floorplan.png
Bar = 50 um. Pins as bars on the die edge.
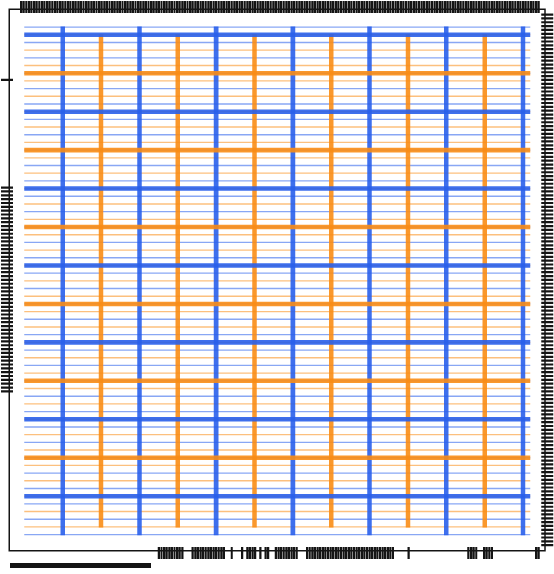
class_map.png
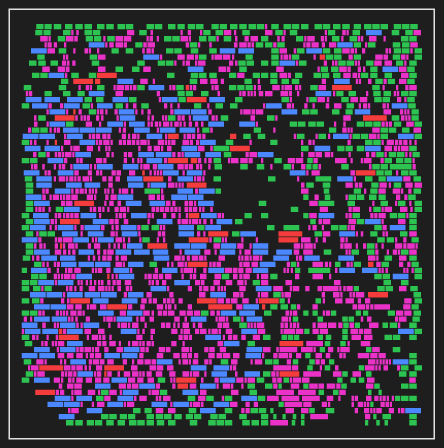
clock_wires.png
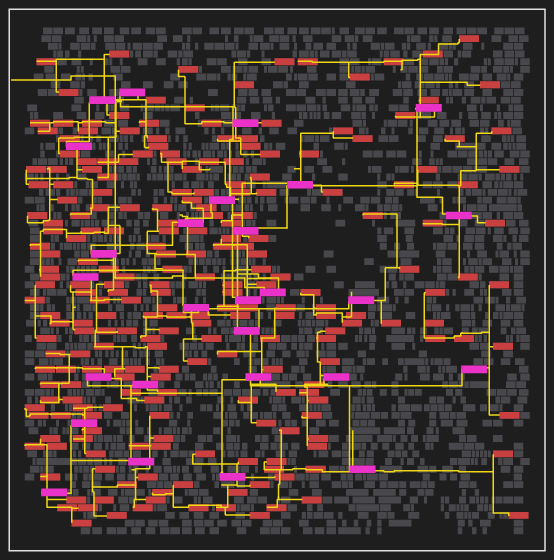
layers.png
Bar = 50 um.
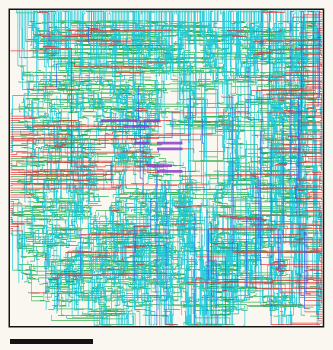
congestion_map.png
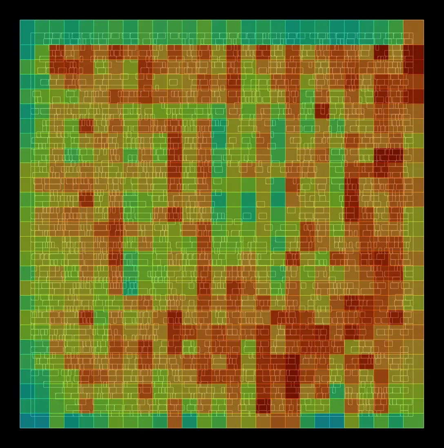
File: config.mk
export PLATFORM = sky130hd
export DESIGN_NAME = trace_sched_flat
export DESIGN_NICKNAME = d
export VERILOG_FILES = /design/src/rtl/trace_pkg.sv /design/src/rtl/trace_sched_if.sv /design/src/rtl/rr_arb.sv /design/src/rtl/trace_sched.sv /design/src/flat_wrapper.sv
export SDC_FILE = /design/constraint.sdc
export NUM_CORES = 1
export LEC_CHECK = 0
export CAP_MARGIN = 20
export CORE_AREA = 5 5 184 186
export CTS_CLUSTER_DIAMETER = 120
export DETAILED_ROUTE_END_ITERATION = 12
export DIE_AREA = 0 0 189 191
export PLACE_DENSITY = 0.75
export SLEW_MARGIN = 30
export SYNTH_ARGS = -nofsm -noshare
export SYNTH_HDL_FRONTEND = slang
export SYNTH_SLANG_ARGS = --single-unit
File: constraint.sdc
create_clock -name clk -period 6.32 [get_ports clk]
set_input_delay 1.896 -clock clk [delete_from_list [all_inputs] [get_ports clk]]
set_output_delay 1.896 -clock clk [all_outputs]
set_load 0.005 [all_outputs]
File: src/rtl/trace_pkg.sv
// Shared types and constants for the trace record scheduler.
package trace_pkg;

    // Capture sequencer states; encoding is visible on the state output.
    typedef enum logic [1:0] {
        ST_IDLE    = 2'd0,
        ST_ARMED   = 2'd1,
        ST_CAPTURE = 2'd2,
        ST_DONE    = 2'd3
    } state_t;

    localparam int unsigned LANS_DEF = 4;
    localparam int unsigned NREQ_DEF = 2 * LANS_DEF;

    // Requester index for the default lane count.
    typedef logic [$clog2(NREQ_DEF)-1:0] req_idx_t;

    // RX lanes occupy requesters 0..LANS-1, TX lanes LANS..2*LANS-1.
    localparam int unsigned RX_BASE = 0;

    function automatic int unsigned tx_base(input int unsigned lans);
        return lans;
    endfunction

endpackage

File: src/rtl/trace_sched_if.sv
// Requester and record-output bundle for trace_sched.
interface trace_sched_if #(
    parameter int unsigned LANS = 4,
    parameter int unsigned DW   = 32
);
    localparam int unsigned NREQ = 2 * LANS;
    localparam int unsigned KW   = DW / 8;
    localparam int unsigned SW   = $clog2(NREQ);

    logic [NREQ*DW-1:0] req_dat;
    logic [NREQ*KW-1:0] req_k;
    logic [NREQ-1:0]    req_v;
    logic [NREQ-1:0]    req_rdy;

    logic [63:0]        out_time;
    logic [SW-1:0]      out_src;
    logic [DW-1:0]      out_dat;
    logic [KW-1:0]      out_k;
    logic               out_valid;
    logic               out_ready;

    // Environment side: lane taps plus the downstream writer's ready.
    modport master (
        output req_dat, req_k, req_v, out_ready,
        input  req_rdy, out_time, out_src, out_dat, out_k, out_valid
    );

    // Scheduler side.
    modport slave (
        input  req_dat, req_k, req_v, out_ready,
        output req_rdy, out_time, out_src, out_dat, out_k, out_valid
    );

endinterface

File: src/rtl/rr_arb.sv
// Combinational round-robin arbiter: first request at or above the pointer, with wrap.
module rr_arb #(
    parameter  int unsigned N  = 8,
    localparam int unsigned IW = (N > 1) ? $clog2(N) : 1
) (
    input  logic [N-1:0]  i_req,
    input  logic [IW-1:0] i_ptr,
    output logic [N-1:0]  o_gnt,
    output logic [IW-1:0] o_idx,
    output logic          o_vld
);

    logic [IW:0]   w_sum;
    logic [IW-1:0] w_cand;

    // Walk candidates ptr, ptr+1, ... modulo N and keep the first one requesting.
    always_comb begin
        o_gnt  = '0;
        o_idx  = '0;
        o_vld  = 1'b0;
        w_sum  = '0;
        w_cand = '0;
        for (int unsigned k = 0; k < N; k++) begin
            w_sum = {1'b0, i_ptr} + (IW+1)'(k);
            if (w_sum >= (IW+1)'(N)) begin
                w_sum = w_sum - (IW+1)'(N);
            end
            w_cand = w_sum[IW-1:0];
            if (!o_vld && i_req[w_cand]) begin
                o_vld         = 1'b1;
                o_idx         = w_cand;
                o_gnt[w_cand] = 1'b1;
            end
        end
    end

endmodule

File: src/rtl/trace_sched.sv
// Round-robin trace record scheduler with arm/trigger/stop capture sequencing.
module trace_sched
    import trace_pkg::*;
#(
    parameter int unsigned LANS = 4,
    parameter int unsigned DW   = 32,
    parameter int unsigned CW   = 32
) (
    input  logic          clk,
    input  logic          rst,
    trace_sched_if.slave  bus,
    input  logic          arm,
    input  logic          trig,
    input  logic          stop,
    input  logic [CW-1:0] cap_len,
    output logic [1:0]    state,
    output logic [CW-1:0] rec_cnt
);

    localparam int unsigned NREQ = 2 * LANS;
    localparam int unsigned KW   = DW / 8;
    localparam int unsigned IW   = (NREQ > 1) ? $clog2(NREQ) : 1;

    state_t         r_state;
    logic [CW-1:0]  r_len;
    logic [CW-1:0]  r_cnt;
    logic [IW-1:0]  r_ptr;
    logic [63:0]    r_time;
    logic           r_ovalid;
    logic [63:0]    r_otime;
    logic [IW-1:0]  r_osrc;
    logic [DW-1:0]  r_odat;
    logic [KW-1:0]  r_ok;

    logic           w_cap;
    logic           w_can_load;
    logic [NREQ-1:0] w_req;
    logic [NREQ-1:0] w_gnt;
    logic [IW-1:0]  w_idx;
    logic           w_vld;
    logic           w_grant;
    logic [IW-1:0]  w_ptr_nxt;
    logic [CW-1:0]  w_cnt_inc;
    logic           w_len_hit;

    assign w_cap      = (r_state == ST_CAPTURE);
    assign w_can_load = !r_ovalid || bus.out_ready;
    assign w_req      = (w_cap && w_can_load) ? bus.req_v : '0;

    rr_arb #(
        .N (NREQ)
    ) u_arb (
        .i_req (w_req),
        .i_ptr (r_ptr),
        .o_gnt (w_gnt),
        .o_idx (w_idx),
        .o_vld (w_vld)
    );

    assign w_grant   = w_vld;
    assign w_ptr_nxt = (w_idx == IW'(NREQ - 1)) ? '0 : w_idx + IW'(1);
    assign w_cnt_inc = (r_cnt == '1) ? r_cnt : r_cnt + CW'(1);
    assign w_len_hit = w_grant && (r_len != '0) && (w_cnt_inc == r_len);

    // Outside capture every requester is drained; inside only the winner sees ready.
    assign bus.req_rdy   = w_cap ? w_gnt : '1;
    assign bus.out_time  = r_otime;
    assign bus.out_src   = r_osrc;
    assign bus.out_dat   = r_odat;
    assign bus.out_k     = r_ok;
    assign bus.out_valid = r_ovalid;
    assign state         = r_state;
    assign rec_cnt       = r_cnt;

    // Free-running timestamp, RR pointer and the single-entry output record register.
    always_ff @(posedge clk) begin
        if (rst) begin
            r_time   <= '0;
            r_ptr    <= '0;
            r_ovalid <= 1'b0;
            r_otime  <= '0;
            r_osrc   <= '0;
            r_odat   <= '0;
            r_ok     <= '0;
        end else begin
            r_time <= r_time + 64'd1;
            if (w_grant) begin
                r_ovalid <= 1'b1;
                r_otime  <= r_time;
                r_osrc   <= w_idx;
                r_odat   <= bus.req_dat[w_idx*DW +: DW];
                r_ok     <= bus.req_k[w_idx*KW +: KW];
                r_ptr    <= w_ptr_nxt;
            end else if (bus.out_ready) begin
                r_ovalid <= 1'b0;
            end
        end
    end

    // Capture sequencer; arm overrides trig/stop and restarts from any state.
    always_ff @(posedge clk) begin
        if (rst) begin
            r_state <= ST_IDLE;
            r_len   <= '0;
            r_cnt   <= '0;
        end else if (arm) begin
            r_state <= ST_ARMED;
            r_len   <= cap_len;
            r_cnt   <= '0;
        end else begin
            case (r_state)
                ST_ARMED: begin
                    if (trig) begin
                        r_state <= ST_CAPTURE;
                    end
                end
                ST_CAPTURE: begin
                    if (w_grant) begin
                        r_cnt <= w_cnt_inc;
                    end
                    if (stop || w_len_hit) begin
                        r_state <= ST_DONE;
                    end
                end
                default: ;
            endcase
        end
    end

endmodule

File: src/flat_wrapper.sv
// flat-port wrapper written by rule: the top's interface ports become plain ports
module trace_sched_flat import trace_pkg::*;
#(
    parameter int unsigned LANS = 4,
    parameter int unsigned DW   = 32,
    parameter int unsigned CW   = 32
)
  (clk, rst, arm, trig, stop, cap_len, state, rec_cnt, bus_req_dat, bus_req_k, bus_req_v, bus_out_ready, bus_req_rdy, bus_out_time, bus_out_src, bus_out_dat, bus_out_k, bus_out_valid);
  trace_sched_if #(.LANS(LANS), .DW(DW)) bus_i ();
  input  logic clk;
  input  logic rst;
  input  logic arm;
  input  logic trig;
  input  logic stop;
  input  logic [CW-1:0] cap_len;
  output logic [1:0] state;
  output logic [CW-1:0] rec_cnt;
  input wire logic [$bits(bus_i.req_dat)-1:0] bus_req_dat;
  input wire logic [$bits(bus_i.req_k)-1:0] bus_req_k;
  input wire logic [$bits(bus_i.req_v)-1:0] bus_req_v;
  input wire logic [$bits(bus_i.out_ready)-1:0] bus_out_ready;
  output wire logic [$bits(bus_i.req_rdy)-1:0] bus_req_rdy;
  output wire logic [$bits(bus_i.out_time)-1:0] bus_out_time;
  output wire logic [$bits(bus_i.out_src)-1:0] bus_out_src;
  output wire logic [$bits(bus_i.out_dat)-1:0] bus_out_dat;
  output wire logic [$bits(bus_i.out_k)-1:0] bus_out_k;
  output wire logic [$bits(bus_i.out_valid)-1:0] bus_out_valid;
  assign bus_i.req_dat = bus_req_dat;
  assign bus_i.req_k = bus_req_k;
  assign bus_i.req_v = bus_req_v;
  assign bus_i.out_ready = bus_out_ready;
  assign bus_req_rdy = bus_i.req_rdy;
  assign bus_out_time = bus_i.out_time;
  assign bus_out_src = bus_i.out_src;
  assign bus_out_dat = bus_i.out_dat;
  assign bus_out_k = bus_i.out_k;
  assign bus_out_valid = bus_i.out_valid;
  trace_sched #(.LANS(LANS), .DW(DW), .CW(CW)) u_core (.clk(clk), .rst(rst), .bus(bus_i), .arm(arm), .trig(trig), .stop(stop), .cap_len(cap_len), .state(state), .rec_cnt(rec_cnt));
endmodule
==> flow_metrics.env <==
# implementation run metrics
export IMPL_clk_pin_slew_worst_paths_ns=0.06
export IMPL_area_leaders="dfxtp_1 (35%), nand2_1 (10%), nor2_1 (5.5%), mux2i_1 (5.4%), a21oi_1 (5.2%)"
export IMPL_cpPeakStageDelay_ns=0.47
export IMPL_areaGrowthSynthToFinish_pct=46.66
export IMPL_post_route_period_util_pct=97.93
export IMPL_inv_count=25
export IMPL_drv_slew=0
export IMPL_final_antenna_net_count=0
export IMPL_cts_root_buf="clkbuf_16"
export IMPL_coreArea_um2=32120
export IMPL_synth_adder_area_share_pct=0.9205
export IMPL_status="finished, final reports clean"
export IMPL_drc_errors=0
export IMPL_postSynthAreaPerCell_um2=7.759
export IMPL_grt_pass1_vias=14550
export IMPL_place_ws_ns=-0.5900
export IMPL_yosysWarnings=0
export IMPL_crit_path_start_kind="input pin"
export IMPL_clock_area_share_pct=4.739
export IMPL_ff_type="dfxtp_1"
export IMPL_diodes=17
export IMPL_stdcell_count=2651
export IMPL_io_buffers=479
export IMPL_cts_buffers=27
export IMPL_total_power_uw=4143
export IMPL_fin_crit_ns=6.189
export IMPL_simple_gate_share_pct=24.61
export IMPL_async_flop_share_pct=0
export IMPL_bufAreaShareNonClock_pct=26.79
export IMPL_slew_headroom_pct=44.17
export IMPL_ff_count=237
export IMPL_n_all_buffers=548
export IMPL_place_hpwl_mm=46.76
export IMPL_drive_gt1_share_pct=8.356
export IMPL_met1_usage_pct=37.63
export IMPL_worstPathMaxFanout=6
export IMPL_post_cts_buffers=2
export IMPL_cts_tree="yes"
export IMPL_ios=480
export IMPL_stdcell_area_um2=19940
export IMPL_logic_area_um2=8257
export IMPL_synthCells=1752
export IMPL_fp_util_pct=42.32
export IMPL_antenna_found_initial=27
export IMPL_edf_count=0
export IMPL_arrival_ns=4.29
export IMPL_fin_nets=2550
export IMPL_cts_resized_gates=45
export IMPL_gr_total_overflow=0
export IMPL_path_class="in2out"
export IMPL_comb_share_pct=41.42
export IMPL_finalSetupViolations=0
export IMPL_use_met2_pct=53.85
export IMPL_die_h_um=191
export IMPL_hold_ws_ns=0.4505
export IMPL_setup_ws_ns=0.1311
export IMPL_seq_area_um2=4745
export IMPL_clkbuf_count=36
export IMPL_cap_violations=0
export IMPL_mux_area_share_pct=8.128
export IMPL_dp_cells=2580
export IMPL_grt_start_max_net_pins=171
export IMPL_max_vdd_ir_drop_uv=187.1
export IMPL_gp_congestion=0.9389
export IMPL_power_density_nw_per_um2=207.8
export IMPL_drtPass1Iterations=5
export IMPL_max_clock_freq_ghz=0.1616
export IMPL_end_kind="primary output"
export IMPL_cts_buffer_depth=3
export IMPL_aoi_share_pct=18.45
export IMPL_yosys_area_top_type="dfxtp_1"
export IMPL_fin_tns_setup_ns=0
export IMPL_ys_seq_share_pct=34.90
export IMPL_hp_class="reg2reg"
export IMPL_layout_top_cell="clkdlybuf4s50_1"
export IMPL_taps=408
export IMPL_rsz0062_at_grt="false"
export IMPL_dieArea_um2=36100
export IMPL_grt_pass1_wl_mm=89.92
export IMPL_clkSinkCount=237
export IMPL_finClkSkew_ns=0.03570
export IMPL_tool_warnings=36
export IMPL_area_dominant_class="multi-input combinational cells"
export IMPL_cp_data_required_time_ns=4.42
export IMPL_vias_per_cell=5.622
export IMPL_vias=14900
export IMPL_finalHoldViolCount=0
export IMPL_dr_first_iter_drc_count=1075
export IMPL_top_logic_kind="simple AND/OR/NAND/NOR gates"
export IMPL_place_area_um2=18910
export IMPL_worstMarginPinSlew_ns=0.8358
export IMPL_cp_slowest_cell="or3_1"
export IMPL_seq_cell_share_pct=23.80
export IMPL_synth_flops=237
export IMPL_ctsHoldBuffers=0
export IMPL_top_area_share_pct=34.90
export IMPL_num_fill_cells=2861
export IMPL_synthDistinctLibCells=74
export IMPL_synth_area_yosys_um2=13590
export IMPL_lay_top_cells="clkdlybuf4s50_1 (461), nand2_1 (366), dfxtp_1 (237)"
export IMPL_syn_num_nets=2096
export IMPL_die_w_um=189
export IMPL_xor_area_share_pct=7.990
export IMPL_rows=66
export IMPL_power_leakage_uw=0.007430
export IMPL_grt_met3_usage_pct=9.733
export IMPL_routed_wl_mm=61.54
export IMPL_mappedNetlistArea_um2=13590
export IMPL_comb_cells=1367
export IMPL_clk_latency_ns=0.56
export IMPL_worstPathCellList="clkdlybuf4s50_1, nand2b_2, nand2_1, or3_1, buf_4, nand3_2, nor2_2, a222oi_1, nand2_2, nor2_1, o21ai_1, clkdlybuf4s15_2"
export IMPL_ys_cells=1752
export IMPL_htreeDepth=1
-- floorplan.png (at the start) --
Orange stands for VDD. Blue stands for VSS.
13 straps on met4. 480 signal pins sit on the boundary.

-- class_map.png (at the start) --
Red stands for clock drivers and dummy loads, cells 49. Blue stands for registers, cells 237. Magenta stands for remaining logic cells, cells 1,392. Green stands for remaining buffers and delay cells, cells 548.

-- clock_wires.png (at the start) --
Yellow stands for clock wires, length 3,400 um. Magenta stands for clock-net drivers, count 27. Red stands for flip-flops, count 237.
There are 28 routed clock nets.

-- layers.png (at the start) --
Red stands for M3, wire length 5,530 um. Green stands for M1, wire length 23.9 mm. Blue stands for M4, wire length 2,380 um. Cyan stands for M2, wire length 29.6 mm. Purple stands for M5, wire length 105 um.

-- congestion_map.png (at the start) --
post-layout util: 62.06%
All-Layer GR Usage: 31.74%
GRT busiest layer: met2
drt wl/cell: 23.21 um

==> synth_stat cells (all sizes together) (9+ instances only) <==
cell type and number:
nand4 27, nor4 20, and3 22, nor2 203
o211a 36, mux2 12, a21oi 141, nor3 9
a221o 35, xor2 50, nand3 33, and2 17
o21ai 69, mux4 10, dfxtp 237, ha 10
a31oi 39, clkbuf 74, buf 49, mux2i 74
inv 24, or3 25, nand2 369, o211ai 9
xnor2 74
==> power breakdown <==
group / switching [uW] / internal [uW] / total [uW]
combinational: 413 / 452 / 865
clock: 667 / 1030 / 1690
sequential: 39.0 / 1550 / 1590
==> routing by layer <==
metal  vias up  wire length, um
li1       7033                -
met1      7139            23920
met2       585            29600
met3       130             5531
met4        16             2376
met5         -              104
==> worst max-delay path: cells and delay by family <==
family,cells,cell delay (ns)
AOI/OAI and AO/OA,2,0.43
and+or+nand+nor,7,1.07
buffers and inverters,3,0.90
==> path summary, 6_finish.rpt <==
check                                          to  slack, ns  depth (start not counted)                            startpoint
max                                bus_req_rdy[4]       0.13                         12                         bus_out_ready
min reg2reg  u_core.bus.out_time[57]$_SDFFE_PP0P_       0.45                          2  u_core.bus.out_time[57]$_SDFFE_PP0P_
max reg2reg   u_core.bus.out_dat[26]$_SDFFE_PP0P_       1.46                         16          u_core.r_ptr[1]$_SDFFE_PP0P_
min          u_core.bus.out_time[57]$_SDFFE_PP0P_       0.45                          2  u_core.bus.out_time[57]$_SDFFE_PP0P_
==> flip-flops by register name (all words and copies together), names as in the netlist <==
register,flops
u_core.bus.out_time,64
u_core.r_time,64
u_core.bus.out_dat,32
u_core.r_len,32
u_core.rec_cnt,32
u_core.bus.out_k,4
u_core.bus.out_src,3
u_core.r_ptr,3
u_core.state,2
u_core.bus.out_valid,1
No activity file was given, so power comes from the tool's default toggle rates.
